## src/rtl/ssd_page_scheduler_if.sv

```systemverilog
// Handshake/data bundle between the status sources, the alert requester and
// the page scheduler that feeds the two-digit PmodSSD display.
interface ssd_page_scheduler_if #(
  parameter int NUM_SRC = 4
);
  logic [8*NUM_SRC-1:0] i_src_values;
  logic [NUM_SRC-1:0]   i_src_en;
  logic                 i_alert_req;
  logic [7:0]           i_alert_value;
  logic                 o_alert_ack;
  logic                 o_alert_active;
  logic [2:0]           o_page_idx;
  logic [3:0]           o_value0;
  logic [3:0]           o_value1;

  modport master (
    output i_src_values, i_src_en, i_alert_req, i_alert_value,
    input  o_alert_ack, o_alert_active, o_page_idx, o_value0, o_value1
  );

  modport slave (
    input  i_src_values, i_src_en, i_alert_req, i_alert_value,
    output o_alert_ack, o_alert_active, o_page_idx, o_value0, o_value1
  );
endinterface

```

## src/rtl/ssd_page_scheduler.sv

```systemverilog
// Round-robin pager over NUM_SRC status bytes with a one-shot alert override,
// driving the nibble inputs of the two-digit PmodSSD display.
module ssd_page_scheduler #(
  parameter int NUM_SRC      = 4,
  parameter int DWELL_CYCLES = 20000000,
  parameter int ALERT_CYCLES = 40000000
) (
  input  logic                 i_clk_20mhz,
  input  logic                 i_rst_20mhz,
  ssd_page_scheduler_if.slave  bus
);
  localparam int DW_W = $clog2(DWELL_CYCLES + 1);
  localparam int AW_W = $clog2(ALERT_CYCLES + 1);
  localparam logic [DW_W-1:0] DWELL_LD = DW_W'(DWELL_CYCLES);
  localparam logic [AW_W-1:0] ALERT_LD = AW_W'(ALERT_CYCLES);

  typedef enum logic [1:0] {S_IDLE, S_SHOW, S_ALERT} state_t;

  state_t            r_state, w_state;
  logic [2:0]        r_page, w_page;
  logic [DW_W-1:0]   r_dwell, w_dwell;
  logic [AW_W-1:0]   r_acnt, w_acnt;
  logic [7:0]        r_aval, w_aval;
  logic              r_from_idle, w_from_idle;
  logic [7:0]        r_value, w_value;
  logic              r_ack, w_ack;
  logic              r_active;
  logic              w_accept;
  logic              w_dwell_exp;

  // Sources padded to eight slots so a 3-bit page index never runs off the end.
  logic [7:0][7:0]   w_src;
  logic [7:0]        w_en;

  for (genvar k = 0; k < 8; k++) begin : g_pad
    if (k < NUM_SRC) begin : g_on
      assign w_src[k] = bus.i_src_values[8*k +: 8];
      assign w_en[k]  = bus.i_src_en[k];
    end else begin : g_off
      assign w_src[k] = 8'h00;
      assign w_en[k]  = 1'b0;
    end
  end

  // {found, index} of the first enabled source after 'page', wrapping; may return 'page'.
  function automatic logic [3:0] f_next(input logic [2:0] page, input logic [7:0] en);
    logic [3:0] res;
    int         idx;
    res = 4'h0;
    for (int i = NUM_SRC; i >= 1; i--) begin
      idx = (int'(page) + i) % NUM_SRC;
      if (en[3'(idx)]) res = {1'b1, 3'(idx)};
    end
    return res;
  endfunction

  logic [3:0] w_next;
  logic [3:0] w_low;

  assign w_next      = f_next(r_page, w_en);
  assign w_low       = f_next(3'(NUM_SRC - 1), w_en);
  assign w_dwell_exp = (r_dwell == DW_W'(1));
  assign w_accept    = bus.i_alert_req && (r_state != S_ALERT);

  always_comb begin
    w_state     = r_state;
    w_page      = r_page;
    w_dwell     = r_dwell;
    w_acnt      = r_acnt;
    w_aval      = r_aval;
    w_from_idle = r_from_idle;
    w_ack       = 1'b0;

    case (r_state)
      S_IDLE: begin
        if (w_accept) begin
          w_from_idle = 1'b1;
          w_page      = 3'd0;
        end else if (w_low[3]) begin
          w_state = S_SHOW;
          w_page  = w_low[2:0];
          w_dwell = DWELL_LD;
        end
      end
      S_SHOW: begin
        if (w_accept) begin
          // The page advance due this cycle still happens; it becomes the saved page.
          w_from_idle = 1'b0;
          if (w_dwell_exp) begin
            if (w_next[3]) w_page = w_next[2:0];
            w_dwell = DWELL_LD;
          end
        end else if (!w_en[r_page]) begin
          if (w_next[3]) begin
            w_page  = w_next[2:0];
            w_dwell = DWELL_LD;
          end else begin
            w_state = S_IDLE;
            w_page  = 3'd0;
            w_dwell = '0;
          end
        end else if (w_dwell_exp) begin
          w_page  = w_next[2:0];
          w_dwell = DWELL_LD;
        end else begin
          w_dwell = r_dwell - DW_W'(1);
        end
      end
      S_ALERT: begin
        if (r_acnt == AW_W'(1)) begin
          w_acnt = '0;
          if (r_from_idle) begin
            if (w_low[3]) begin
              w_state = S_SHOW;
              w_page  = w_low[2:0];
              w_dwell = DWELL_LD;
            end else begin
              w_state = S_IDLE;
            end
          end else if (w_en[r_page]) begin
            w_state = S_SHOW;
          end else if (w_next[3]) begin
            w_state = S_SHOW;
            w_page  = w_next[2:0];
            w_dwell = DWELL_LD;
          end else begin
            w_state = S_IDLE;
            w_page  = 3'd0;
            w_dwell = '0;
          end
        end else begin
          w_acnt = r_acnt - AW_W'(1);
        end
      end
      default: begin
        w_state = S_IDLE;
        w_page  = 3'd0;
        w_dwell = '0;
        w_acnt  = '0;
      end
    endcase

    if (w_accept) begin
      w_state = S_ALERT;
      w_aval  = bus.i_alert_value;
      w_acnt  = ALERT_LD;
      w_ack   = 1'b1;
    end

    // Display is computed from the next state so it lines up with page/active.
    case (w_state)
      S_ALERT: w_value = w_aval;
      S_SHOW:  w_value = w_src[w_page];
      default: w_value = 8'h00;
    endcase
  end

  always_ff @(posedge i_clk_20mhz) begin
    if (i_rst_20mhz) begin
      r_state     <= S_IDLE;
      r_page      <= 3'd0;
      r_dwell     <= '0;
      r_acnt      <= '0;
      r_aval      <= 8'h00;
      r_from_idle <= 1'b0;
      r_value     <= 8'h00;
      r_ack       <= 1'b0;
      r_active    <= 1'b0;
    end else begin
      r_state     <= w_state;
      r_page      <= w_page;
      r_dwell     <= w_dwell;
      r_acnt      <= w_acnt;
      r_aval      <= w_aval;
      r_from_idle <= w_from_idle;
      r_value     <= w_value;
      r_ack       <= w_ack;
      r_active    <= (w_state == S_ALERT);
    end
  end

  assign bus.o_value0       = r_value[3:0];
  assign bus.o_value1       = r_value[7:4];
  assign bus.o_page_idx     = r_page;
  assign bus.o_alert_ack    = r_ack;
  assign bus.o_alert_active = r_active;
endmodule
```

## src/flat_wrapper.sv

```systemverilog
// flat-port wrapper written by rule: the top's interface ports become plain ports
module ssd_page_scheduler_flat 
#(
  parameter int NUM_SRC      = 4,
  parameter int DWELL_CYCLES = 20000000,
  parameter int ALERT_CYCLES = 40000000
)
  (i_clk_20mhz, i_rst_20mhz, bus_i_src_values, bus_i_src_en, bus_i_alert_req, bus_i_alert_value, bus_o_alert_ack, bus_o_alert_active, bus_o_page_idx, bus_o_value0, bus_o_value1);
  ssd_page_scheduler_if #(.NUM_SRC(NUM_SRC)) bus_i ();
  input  logic i_clk_20mhz;
  input  logic i_rst_20mhz;
  input wire logic [$bits(bus_i.i_src_values)-1:0] bus_i_src_values;
  input wire logic [$bits(bus_i.i_src_en)-1:0] bus_i_src_en;
  input wire logic [$bits(bus_i.i_alert_req)-1:0] bus_i_alert_req;
  input wire logic [$bits(bus_i.i_alert_value)-1:0] bus_i_alert_value;
  output wire logic [$bits(bus_i.o_alert_ack)-1:0] bus_o_alert_ack;
  output wire logic [$bits(bus_i.o_alert_active)-1:0] bus_o_alert_active;
  output wire logic [$bits(bus_i.o_page_idx)-1:0] bus_o_page_idx;
  output wire logic [$bits(bus_i.o_value0)-1:0] bus_o_value0;
  output wire logic [$bits(bus_i.o_value1)-1:0] bus_o_value1;
  assign bus_i.i_src_values = bus_i_src_values;
  assign bus_i.i_src_en = bus_i_src_en;
  assign bus_i.i_alert_req = bus_i_alert_req;
  assign bus_i.i_alert_value = bus_i_alert_value;
  assign bus_o_alert_ack = bus_i.o_alert_ack;
  assign bus_o_alert_active = bus_i.o_alert_active;
  assign bus_o_page_idx = bus_i.o_page_idx;
  assign bus_o_value0 = bus_i.o_value0;
  assign bus_o_value1 = bus_i.o_value1;
  ssd_page_scheduler #(.NUM_SRC(NUM_SRC), .DWELL_CYCLES(DWELL_CYCLES), .ALERT_CYCLES(ALERT_CYCLES)) u_core (.i_clk_20mhz(i_clk_20mhz), .i_rst_20mhz(i_rst_20mhz), .bus(bus_i));
endmodule
```

## config.mk

```make
export PLATFORM = sky130hd
export DESIGN_NAME = ssd_page_scheduler_flat
export DESIGN_NICKNAME = d
export VERILOG_FILES = /design/src/rtl/ssd_page_scheduler_if.sv /design/src/rtl/ssd_page_scheduler.sv /design/src/flat_wrapper.sv
export SDC_FILE = /design/constraint.sdc
export NUM_CORES = 1
export LEC_CHECK = 0
export CAP_MARGIN = 5
export CORE_MARGIN = 1.5
export CORE_UTILIZATION = 62
export CTS_BUF_LIST = sky130_fd_sc_hd__clkbuf_2
export DETAILED_ROUTE_END_ITERATION = 16
export GPL_ROUTABILITY_DRIVEN = 0
export PLACE_DENSITY = 0.87
export SLEW_MARGIN = 20
export SYNTH_ARGS = -nofsm -noshare
export SYNTH_HDL_FRONTEND = slang
export SYNTH_SLANG_ARGS = --single-unit
```

## constraint.sdc

```tcl
create_clock -name i_clk_20mhz -period 8.3 [get_ports i_clk_20mhz]
set_input_delay 1.66 -clock i_clk_20mhz [delete_from_list [all_inputs] [get_ports i_clk_20mhz]]
set_output_delay 1.66 -clock i_clk_20mhz [all_outputs]
set_load 0.05 [all_outputs]
```

Figure 1. Layout detail (run 1).
Window x 24 to 64, y 41 to 81 um. Cells in grey, sequential cells in the stronger grey; small squares are vias.
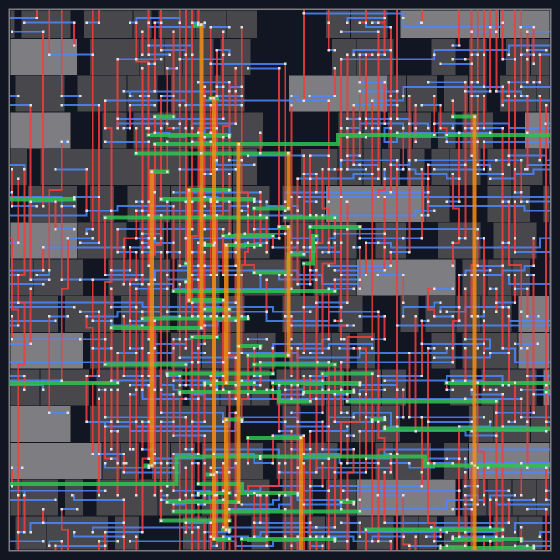
| colour | layer |
|---|---|
| red | met2 |
| green | met3 |
| blue | met1 |
| orange | met4 |
netlist names of flops here include: `u_core.r_dwell` (6), `u_core.r_aval` (3), `u_core.bus.o_page_idx` (2)
cells with their middle in the window: 179
sequential cells in the window: 13
most frequent: nor2_1 (24), a21oi_1 (17), dfxtp_1 (13)

Figure 2. Where the registers sit (run 1).
Drawn at 6 px/um. Other sequential cells in the stronger grey, the rest of the logic in the fainter grey.
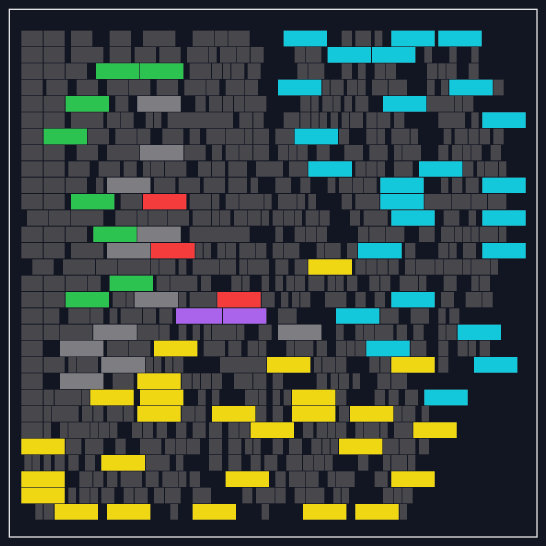
| colour | signal | placed flops |
|---|---|---|
| red | `u_core.bus.o_page_idx` | 3 |
| cyan | `u_core.r_dwell` | 25 |
| yellow | `u_core.r_acnt` | 26 |
| purple | `u_core.r_state` | 2 |
| green | `u_core.r_value` | 8 |

==> impl_metrics.toml, run 1 <==
# flow metrics
[clocking]
tritoncts = "built"
cts-root-to-sink-buffers = 2
cts-hold-fix-buffers = 0
cts_root_buffer = "clkbuf_2"
post_cts_resized = 0
htree_num_levels = 3
numClockSinks = 75

[drt]
detailedRoute.firstIterationViolations = 535
ant_nets = 0
detail_route.wirelength_um = 11900
dr_pass1_iterations = 8
route.detailed.drc = 0
vias_per_cell = 6.48

[synthesis]
syn_avg_cell_area_um2 = 7.83
enable_flop_cells = 0
ys_warn_count = 0
ys_top_cells_by_count = "83 x nor2_1, 75 x dfxtp_1, 63 x a21oi_1"
synth.area.mux_share_pct = 6.07
mappedNetlistNets = 621
chip_area_estimate_from_yosys_synthesis_um2 = 4450
synth_seq_share_pct = 33.7
post-synth-top-area-cell = "dfxtp_1"
synth.yosys.num_cells = 568
ys_sh_adder_pct = 1.69
yosys.area_share.xor_xnor_pct = 1.38
yosysMostFrequentCell = "nor2_1"
aoi_share_pct = 25.6

[final_timing]
timing.clock.skew_ps = 45.4
finalMaxSlewViolations = 0
final_period_minus_worst_setup_slack_ps = 4230
summed_negative_setup_slack_over_all_endpoints_ps = 0

[final_layout]
layout.cell_area.non_filler_um2 = 5130
fraction_of_layout_cells_with_a_size_suffix_above_1_pct = 6.58
stdcell_count = 704
layout-area-overhead-vs-synth_pct = 15.3
clockNetworkAreaShare_pct = 2.07
top_logic_cell_by_instance_count_in_the_layout = "nor2_1"
fin_nets = 656
top_regs = "u_core.r_acnt: 26 flops, u_core.r_dwell: 25 flops"
buffers = 62
nonClockInverterCount = 14
lay_top_cells = "83 x nor2_1, 74 x dfxtp_1, 63 x a21oi_1"
fill_cells = 535
largest_register_ffs = 26

[power_and_ir_drop]
netSwitchingFraction_pct = 36.5
seq_cell_power_w = 0.000411
power_density_nw_per_um2 = 170
clockNetworkPower_w = 0.000202
largestPowerGroup = "registers"
power.share.clock_pct = 23.2
power.ir.vdd_worst_uv = 102
switchingPower_w = 0.000319

[die]
die_x_um = 87.7
fp.coreArea_um2 = 6870
rows = 30
tapcell.inserted = 96

[placement]
dp.cells = 687
io_buffers = 59

[critical_path]
critPathLaunchType = "input port"
worst_path_largest_cell_delay_ps = 780
timing.critical_path.depth = 8
worst_r2r_startpoint = "u_core.r_acnt[4]$_SDFFE_PP0P_"
cp_data_arrival_time_ps = 4610
cp_data_required_time_ps = 8680

[flow_run]
stage_log_warnings = 29

[global_routing]
grt_usage_pct = 31.5

[run_status]
run_status = "completed"
Figure 3. The metal 2 layer (run 1).
Drawn at 3 px/um.
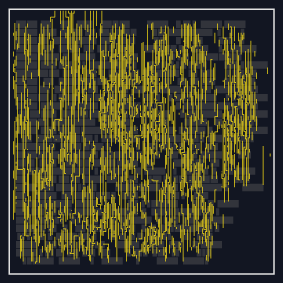
longest straight run: 38.8 um
nets with wire on the layer: 561

[run 1: through the flow]
| step | total power [W] | hold slack [ps] | util, % |
|---|---|---|---|
| after floorplan | 0.000599 | 446 | - |
| after global placement | 0.000659 | 464 | 72.9 |
| after detailed placement | 0.000668 | 472 | 72.9 |
| after CTS | 0.000863 | 501 | 74.4 |
| after global routing | 0.000915 | 527 | 74.7 |
| final | 0.000871 | 509 | 74.7 |
[run 1: routing by layer]
layer	share of wire, %	global-route usage, %
met4	2.9	13.4
met3	8.2	6.79
met1	42	40.0
met2	47	51.6
met5	0	0
Figure 4. Gate families picked out (run 1).
Drawn at 6 px/um.
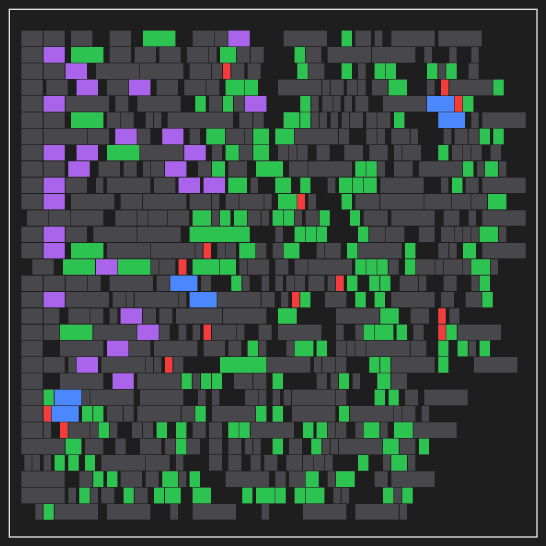

==> run 2: changes to the inputs <==
Settings changed: CORE_UTILIZATION 62 to 52, PLACE_DENSITY 0.87 to 0.77.
Clock period 8.3 ns to 3.8 ns, I/O delays scaled along.
Figure 5. Gate families picked out (run 2).
Drawn at 4 px/um.
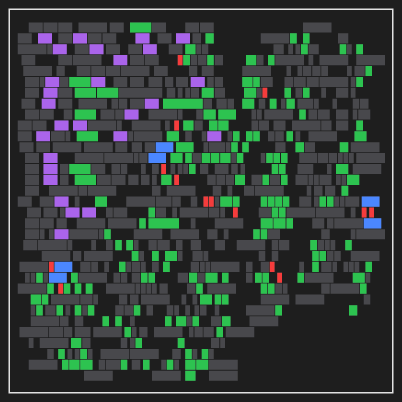
| colour | family | cells | most used |
|---|---|---|---|
| purple | multiplexers | 27 | mux2i_1 |
| blue | adder and majority cells | 6 | ha_1 |
| red | inverters | 14 | inv_1 |
| green | inverting AOI/OAI gates | 156 | a21oi_1 |

Figure 6. Congestion heat map (run 2).
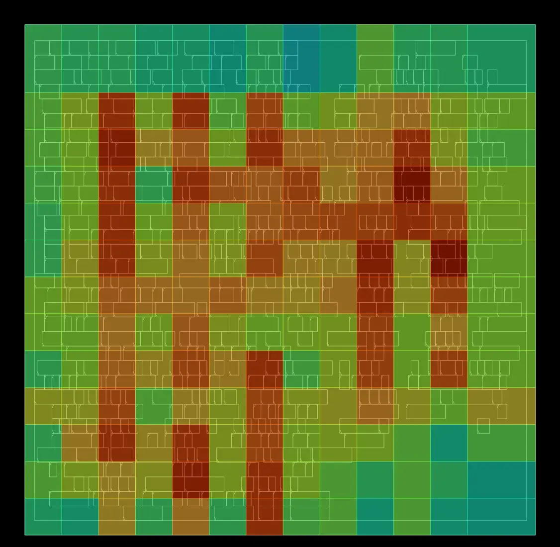
met3 track utilization from global routing: 5.90%
Global Route met1 Usage: 33.0%
GRT busiest layer: met2
DR WL/cell: 16.2 um
Overall Global Routing Usage: 26.9%

==> run 2 against run 1 <==
Against the previous run: count of clock-buffer cells in the layout fell by 1; routed wire length fell by 1.3%; die area rose by 19%; global-route usage fell by 4.6 points; worst setup slack got worse by 3700 ps; clock power rose by 130%; synthesized cell count did not move; register-to-register slack got worse by 3700 ps; clock skew fell by 10 ps; worst hold slack improved by 1.1 ps; power rose by 120%; cell count rose by 2.8%; critical path type is now reg -> reg.
==> impl_metrics.toml, run 2 <==
# flow metrics
[die]
fp.coreArea_um2 = 8260
die_x_um = 95.5
rows = 33
die_y_um = 95.5
tapcell.inserted = 105
initial_core_util_pct = 53.9

[clocking]
htree_num_levels = 3
numClockSinks = 75
post_cts_resized = 0
cts-root-to-sink-buffers = 2
cts-hold-fix-buffers = 0
tritoncts = "built"
cts_root_buffer = "clkbuf_2"

[final_layout]
num-clock-buffers = 9
comb.multi_input.count = 441
top_logic_cell_by_instance_count_in_the_layout = "nor2_1"
fraction_of_layout_cells_with_a_size_suffix_above_1_pct = 8.40
relative_area_of_non_clock_buffer_cells_in_the_final_design_pct = 13.3
buffers = 73
clockNetworkAreaShare_pct = 2.30
layout.cell_area.non_filler_um2 = 5230
largest_register_ffs = 26
fill_cells = 735
top_regs = "u_core.r_acnt: 26 flops, u_core.r_dwell: 25 flops"
finalCoreUtilization_pct = 63.3
fin_nets = 667
lay_top_cells = "83 x nor2_1, 75 x dfxtp_1, 63 x a21oi_1"
nonClockInverterCount = 14
stdcell_count = 724
layout-area-overhead-vs-synth_pct = 17.5
antenna-diode-count = 0

[global_routing]
overflow = 0
met2_usage_pct = 45.3

[synthesis]
synth_seq_share_pct = 33.7
yosysMostFrequentCell = "nor2_1"
aoi_share_pct = 25.6
chip_area_estimate_from_yosys_synthesis_um2 = 4450
ys_sh_adder_pct = 1.69
top_logic_kind = "simple AND/OR/NAND/NOR gates"
yosys.area_share.xor_xnor_pct = 1.38
mappedNetlistNets = 621
synth.yosys.num_cells = 568
asyncSetResetFlopFracSynth_pct = 0
syn_avg_cell_area_um2 = 7.83
post-synth-top-area-cell = "dfxtp_1"
synth.area.mux_share_pct = 6.07
ys_warn_count = 0
ys_top_cells_by_count = "83 x nor2_1, 75 x dfxtp_1, 63 x a21oi_1"
enable_flop_cells = 0

[placement]
post-place-ws_ps = 233
dp.cells = 708
io_buffers = 59

[drt]
ant_nets = 0
dr_pass1_iterations = 8
vias_per_cell = 6.19
route.detailed.drc = 0
detail_route.wirelength_um = 11800
detailedRoute.firstIterationViolations = 382
wl_met1_um = 5080
wl_met2_um = 5800
wl_met3_um = 682
dr.max_layer_used = "met4"

[min_path]
timing.hold.worst_endpoint = "u_core.r_dwell[5]$_SDFFE_PP0P_"

[flow_run]
stage_log_warnings = 29

[power_and_ir_drop]
netSwitchingFraction_pct = 36.4
total_power_w = 0.00193
clockNetworkPower_w = 0.000459
power_leakage_nw = 1.87
p_comb_share_pct = 30.0
largestPowerGroup = "registers"
power_density_nw_per_um2 = 369
power.share.clock_pct = 23.8
seq_cell_power_w = 0.000893
switchingPower_w = 0.000704
power.ir.vdd_worst_uv = 187

[final_timing]
timing.clock.skew_ps = 35.2
finalMaxSlewViolations = 0
final_period_minus_worst_setup_slack_ps = 3400
fin_worst_hold_slack_ps = 510
summed_negative_setup_slack_over_all_endpoints_ps = 0
finalCritPeriodShare_pct = 89.6

[critical_path]
worst_path_largest_cell_delay_ps = 570
worst_r2r_startpoint = "u_core.r_acnt[4]$_SDFFE_PP0P_"
timing.critical_path.depth = 9
cp_data_arrival_time_ps = 3860
cp_data_required_time_ps = 4250
critPathLaunchType = "register"

[run_status]
run_status = "completed"
## run 2: worst max path at each step
stage                                  start                            to  slack (ps)
6_report       u_core.r_acnt[4]$_SDFFE_PP0P_  u_core.r_value[2]$_SDFF_PP0_         400
2_1_floorplan  u_core.r_acnt[4]$_SDFFE_PP0P_  u_core.r_value[1]$_SDFF_PP0_         580
3_3_place_gp                 bus_i_src_en[1]  u_core.r_value[2]$_SDFF_PP0_         340
3_5_place_dp                 bus_i_src_en[1]  u_core.r_value[5]$_SDFF_PP0_         230
5_1_grt        u_core.r_acnt[4]$_SDFFE_PP0P_  u_core.r_value[5]$_SDFF_PP0_          70
4_1_cts        u_core.r_acnt[4]$_SDFFE_PP0P_  u_core.r_value[5]$_SDFF_PP0_         250
Figure 7. Where the registers sit (run 2).
Drawn at 4 px/um. Other sequential cells in the stronger grey, the rest of the logic in the fainter grey.
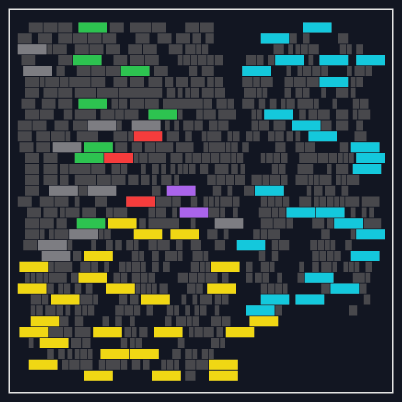

==> run 3: changes to the inputs <==
Settings changed: SETUP_SLACK_MARGIN from default to 0.15.
Figure 8. Where the registers sit (run 3).
Drawn at 4 px/um. Other sequential cells in the stronger grey, the rest of the logic in the fainter grey.
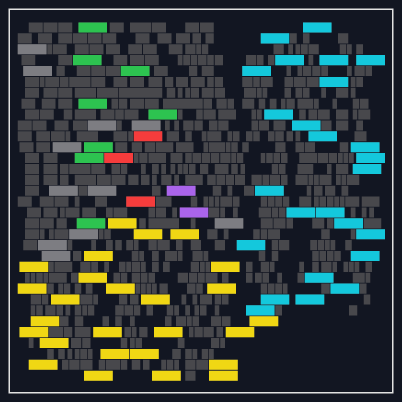
| colour | signal | placed flops |
|---|---|---|
| purple | `u_core.r_state` | 2 |
| yellow | `u_core.r_acnt` | 26 |
| green | `u_core.r_value` | 8 |
| red | `u_core.bus.o_page_idx` | 3 |
| cyan | `u_core.r_dwell` | 25 |

Figure 9. Gate families picked out (run 3).
Drawn at 4 px/um.
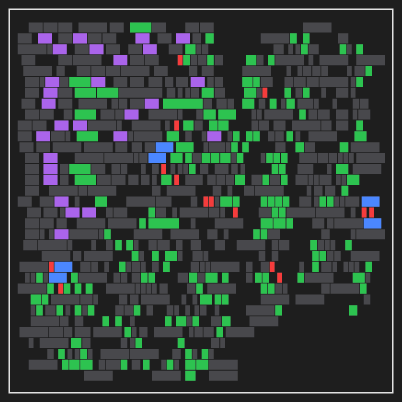
| colour | family | cells | most used |
|---|---|---|---|
| red | inverters | 14 | inv_1 |
| purple | multiplexers | 27 | mux2i_1 |
| blue | adder and majority cells | 6 | ha_1 |
| green | inverting AOI/OAI gates | 156 | a21oi_1 |

==> run 3 against run 2 <==
Against the previous run: critical path depth did not move; clock skew rose by 4.4 ps; register-to-register slack improved by 110 ps; via count barely moved; global-route usage did not move; critical path type unchanged; critical endpoint unchanged; largest cell class unchanged; highest routed layer unchanged.
==> impl_metrics.toml, run 3 <==
# flow metrics
[run_status]
run_status = "completed"

[clocking]
post_cts_resized = 0
cts-hold-fix-buffers = 0
htree_num_levels = 3

[synthesis]
ys_sh_adder_pct = 1.69
synth_seq_share_pct = 33.7
enable_flop_cells = 0
yosysMostFrequentCell = "nor2_1"
ys_warn_count = 0
synth.area.mux_share_pct = 6.07
syn_avg_cell_area_um2 = 7.83
chip_area_estimate_from_yosys_synthesis_um2 = 4450
mappedNetlistNets = 621
top_logic_kind = "simple AND/OR/NAND/NOR gates"

[power_and_ir_drop]
power.share.clock_pct = 23.9
netSwitchingFraction_pct = 36.5
clockNetworkPower_w = 0.000462

[final_layout]
top_logic_cell_by_instance_count_in_the_layout = "nor2_1"
finalCoreUtilization_pct = 63.4
layout.cell_area.non_filler_um2 = 5240
fin_nets = 667
lay_top_cells = "83 x nor2_1, 75 x dfxtp_1, 63 x a21oi_1"
layout-area-overhead-vs-synth_pct = 17.7

[drt]
detail_route.wirelength_um = 11800
wl_met2_um = 5760
dr.max_layer_used = "met4"
route.detailed.drc = 0
wl_met1_um = 5030

[placement]
post-place-ws_ps = 233
io_buffers = 59

[flow_run]
stage_log_warnings = 29

[die]
fp.coreArea_um2 = 8260
initial_core_util_pct = 53.9

[critical_path]
worst_r2r_startpoint = "u_core.r_acnt[4]$_SDFFE_PP0P_"
critPathLaunchType = "register"
crit_path_end = "u_core.r_value[2]$_SDFF_PP0_"
critPathLaunch = "u_core.r_acnt[4]$_SDFFE_PP0P_"

[min_path]
timing.hold.worst_endpoint = "u_core.r_acnt[24]$_SDFFE_PP0P_"

[final_timing]
summed_negative_setup_slack_over_all_endpoints_ps = 0
timing.clock.skew_ps = 39.6

[global_routing]
grt_busiest_layer = "met2"
met2_usage_pct = 45.3
overflow = 0
-- run 3: final cells by class --
class | count | area [um^2] | share of cell area [%]
Inverter | 14 | 52.6 | 1.00
Tap cell | 105 | 131 | 2.51
Clock buffer | 9 | 45.0 | 0.860
Timing Repair Buffer | 73 | 696 | 13.3
Clock inverter | 7 | 75.1 | 1.43
Sequential cell | 75 | 1500 | 28.7
Multi-Input combinational cell | 441 | 2730 | 52.2
-- run 3: tightest hold or removal path: cells and delay by family, from the launching register on --
| family | cells | cell delay (ps) |
|---|---|---|
| DFF | 1 | 380 |
| AOI/OAI and AO/OA | 1 | 50 |
| and+or+nand+nor | 1 | 60 |
Power and IR drop assume default switching activity.
